Fig. 1: metal 3
(4 px per um) Cells faint in the background.
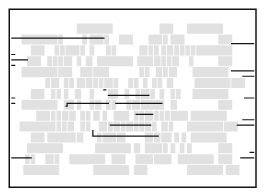
Fig. 2: sequential cells coloured by netlist name
(4 px per um) Other sequential cells in the stronger grey, the rest of the logic in the fainter grey.
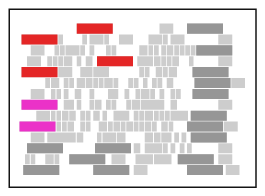
Fig. 3: metal layers overlaid
(4 px per um)
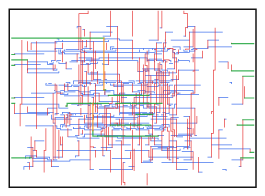
Fig. 4: clock network drawn from the DEF
(6 px per um)
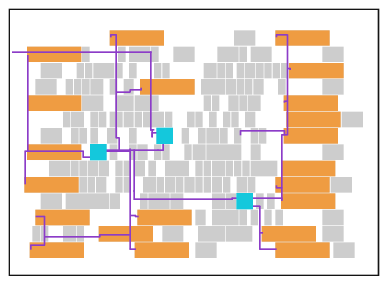
Fig. 5: congestion heat map
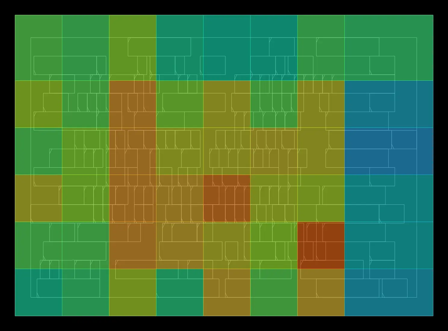
**src/rtl/calc_entry_ctrl.sv**
```systemverilog
// Keypad entry sequencer: turns debounced key presses into BCD-register commands
// and operand/operator/execute strobes for the ALU stage.
module calc_entry_ctrl #(
   parameter int MAX_DIGITS = 3
) (
   input  logic       clock,
   input  logic       reset_n,
   input  logic [3:0] key,
   input  logic       key_valid,
   output logic [3:0] digit,
   output logic       load,
   output logic       bksp,
   output logic       clear,
   output logic       store_a,
   output logic       store_b,
   output logic [1:0] op,
   output logic       exec,
   output logic [1:0] state,
   output logic [1:0] digit_count,
   output logic       busy
);

   localparam logic [1:0] ST_ENTER_A = 2'd0;
   localparam logic [1:0] ST_ENTER_B = 2'd1;
   localparam logic [1:0] ST_RESULT  = 2'd2;
   localparam logic [1:0] ST_EXEC    = 2'd3;

   localparam logic [1:0] NX_NONE  = 2'd0;
   localparam logic [1:0] NX_LOAD  = 2'd1;
   localparam logic [1:0] NX_CLEAR = 2'd2;
   localparam logic [1:0] NX_EXEC  = 2'd3;

   localparam logic [1:0] MAX_CNT = 2'(MAX_DIGITS);

   logic       kv_q, kv_d;
   logic       armed_q, armed_d;
   logic [1:0] state_q, state_d;
   logic [1:0] cnt_q, cnt_d;
   logic [1:0] op_q, op_d;
   logic [3:0] digit_q, digit_d;
   logic [1:0] nxt_q, nxt_d;
   logic       load_q, load_d;
   logic       bksp_q, bksp_d;
   logic       clear_q, clear_d;
   logic       store_a_q, store_a_d;
   logic       store_b_q, store_b_d;
   logic       exec_q, exec_d;
   logic       busy_q, busy_d;

   logic       press;
   logic [3:0] op_sel;

   // armed_q blocks a key still held through reset from counting as a fresh press
   always_comb begin
      kv_d      = key_valid;
      armed_d   = armed_q | ~key_valid;
      press     = key_valid & ~kv_q & armed_q;
      op_sel    = key - 4'd10;
      state_d   = state_q;
      cnt_d     = cnt_q;
      op_d      = op_q;
      digit_d   = digit_q;
      nxt_d     = NX_NONE;
      load_d    = 1'b0;
      bksp_d    = 1'b0;
      clear_d   = 1'b0;
      store_a_d = 1'b0;
      store_b_d = 1'b0;
      exec_d    = 1'b0;
      busy_d    = 1'b0;

      if (press && key == 4'd15) begin
         clear_d = 1'b1;
         state_d = ST_ENTER_A;
         cnt_d   = 2'd0;
         op_d    = 2'd0;
      end else if (nxt_q != NX_NONE) begin
         // Second half of a two-cycle command; other presses are dropped here
         case (nxt_q)
            NX_LOAD: begin
               load_d  = 1'b1;
               state_d = ST_ENTER_A;
               cnt_d   = 2'd1;
            end
            NX_CLEAR: begin
               clear_d = 1'b1;
               state_d = ST_ENTER_B;
               cnt_d   = 2'd0;
            end
            default: begin
               exec_d  = 1'b1;
               state_d = ST_RESULT;
               cnt_d   = 2'd0;
            end
         endcase
      end else if (press) begin
         case (state_q)
            ST_ENTER_A, ST_ENTER_B: begin
               if (key <= 4'd9) begin
                  if (cnt_q < MAX_CNT) begin
                     load_d  = 1'b1;
                     digit_d = key;
                     cnt_d   = cnt_q + 2'd1;
                  end
               end else if (key == 4'd14) begin
                  if (cnt_q != 2'd0) begin
                     bksp_d = 1'b1;
                     cnt_d  = cnt_q - 2'd1;
                  end
               end else if (key <= 4'd12) begin
                  if (state_q == ST_ENTER_A && cnt_q != 2'd0) begin
                     store_a_d = 1'b1;
                     op_d      = op_sel[1:0];
                     busy_d    = 1'b1;
                     nxt_d     = NX_CLEAR;
                  end else if (state_q == ST_ENTER_B && cnt_q == 2'd0) begin
                     op_d = op_sel[1:0];
                  end
               end else if (key == 4'd13) begin
                  if (state_q == ST_ENTER_B && cnt_q != 2'd0) begin
                     store_b_d = 1'b1;
                     state_d   = ST_EXEC;
                     busy_d    = 1'b1;
                     nxt_d     = NX_EXEC;
                  end
               end
            end
            ST_RESULT: begin
               if (key <= 4'd9) begin
                  clear_d = 1'b1;
                  digit_d = key;
                  busy_d  = 1'b1;
                  nxt_d   = NX_LOAD;
               end
            end
            default: begin
            end
         endcase
      end
   end

   always_ff @(posedge clock or negedge reset_n) begin
      if (!reset_n) begin
         kv_q      <= 1'b0;
         armed_q   <= 1'b0;
         state_q   <= ST_ENTER_A;
         cnt_q     <= 2'd0;
         op_q      <= 2'd0;
         digit_q   <= 4'd0;
         nxt_q     <= NX_NONE;
         load_q    <= 1'b0;
         bksp_q    <= 1'b0;
         clear_q   <= 1'b0;
         store_a_q <= 1'b0;
         store_b_q <= 1'b0;
         exec_q    <= 1'b0;
         busy_q    <= 1'b0;
      end else begin
         kv_q      <= kv_d;
         armed_q   <= armed_d;
         state_q   <= state_d;
         cnt_q     <= cnt_d;
         op_q      <= op_d;
         digit_q   <= digit_d;
         nxt_q     <= nxt_d;
         load_q    <= load_d;
         bksp_q    <= bksp_d;
         clear_q   <= clear_d;
         store_a_q <= store_a_d;
         store_b_q <= store_b_d;
         exec_q    <= exec_d;
         busy_q    <= busy_d;
      end
   end

   assign digit       = digit_q;
   assign load        = load_q;
   assign bksp        = bksp_q;
   assign clear       = clear_q;
   assign store_a     = store_a_q;
   assign store_b     = store_b_q;
   assign op          = op_q;
   assign exec        = exec_q;
   assign state       = state_q;
   assign digit_count = cnt_q;
   assign busy        = busy_q;

endmodule

```
**config.mk**
```make
export PLATFORM = sky130hd
export DESIGN_NAME = calc_entry_ctrl
export DESIGN_NICKNAME = d
export VERILOG_FILES = /design/src/rtl/calc_entry_ctrl.sv
export SDC_FILE = /design/constraint.sdc
export NUM_CORES = 1
export LEC_CHECK = 0
export ABC_AREA = 1
export CORE_ASPECT_RATIO = 0.7
export CORE_MARGIN = 2
export CORE_UTILIZATION = 50
export DETAILED_ROUTE_END_ITERATION = 10
export GPL_TIMING_DRIVEN = 0
export PLACE_DENSITY_LB_ADDON = 0.1
export SYNTH_ARGS = -nofsm -noshare
export SYNTH_HDL_FRONTEND = slang
export SYNTH_SLANG_ARGS = --single-unit
```
**constraint.sdc**
```tcl
create_clock -name clock -period 2 [get_ports clock]
set_input_delay 0.4 -clock clock [delete_from_list [all_inputs] [get_ports clock]]
set_output_delay 0.4 -clock clock [all_outputs]
set_load 0.02 [all_outputs]
```
==> results.toml <==
# flow metrics
[clock_tree]
cts_buffers = 3
post_cts_resized = 0
htree_levels = 1
postCtsSetupBuffers = 0
root_buffer = "clkbuf_4"
clockBufferDepth = 2

[critical_path]
reg2reg_depth = 7
crit-reg2reg-launch = "nxt_q[0]"
cp-end-kind = "primary output"
r2r-end = "nxt_q[0]"
critPathLaunchType = "register"
criticalPathCategory = "reg -> out"
cp_num_cells = 1
critPathTopFamily = "buffers and inverters"

[layout]
fin_cells = 206
lay_top_cells = "50 x nand2_1, 23 x clkdlybuf4s50_1, 21 x dfrtp_1"
area_share_nonclk_buffers_pct = 16.6
flop-count = 21
clock_cell_area_share_pct = 1.82
n_fill_cell = 200

[yosys]
mux_area_share_pct = 0

[outcome]
status = "finished, final reports clean"

[drt]
first_pass_iters = 5
viasPerCell = 4.78
drc = 0

[pwr]
pwr-share-comb_pct = 49.1
p_leak_nw = 0.778
fin_total_pwr_mw = 1.60

[run]
cap_viol_max_count = 0

[global_route]
grt_pass1_vias = 873
antenna_found_initial = 0

[worst_hold_path]
whs_endpoint = "armed_q"

[floorplanning]
die_h_um = 44.1

[place]
post-place-ws_ns = 0.133
place_inst = 202

[final_timing]
tightest_slew_ns = 0.904
About Fig. 1:
The longest straight run is 23.0 um. The layer carries 126 um of wire.

About Fig. 2:
Key: digit = red [sequential cells 4, where top left]; digit_count = magenta [sequential cells 2]
Another 15 sequential cells are not coloured.
power of the sequential group: 0.611 mW
Sequential Area: 526 um^2
Seq area share: 36.4%
post-layout util: 67.1%

About Fig. 3:
Key: metal 4 = orange [wire length 19.7 um]; metal 2 = red [wire length 967 um]; metal 1 = blue [wire length 1100 um]; metal 3 = green [wire length 126 um]
aggregate global-route resource usage: 19.1%
routed len/inst: 10.7 um
Vias: 984
drt total wl: 2210 um

About Fig. 4:
Key: clock wires = purple [length 247 um]; clock drivers = cyan [count 3]; flip-flops = orange [count 21]
Position of the flops: spread over the die. There are 4 routed clock nets.
P_clk: 0.201 mW
skew final: 0.0123 ns
Clock Power Share: 12.6%

About Fig. 5:
met2 usage: 29.8%
met3 Track Usage GR: 5.26%

No activity file was given, so power comes from the tool's default toggle rates.
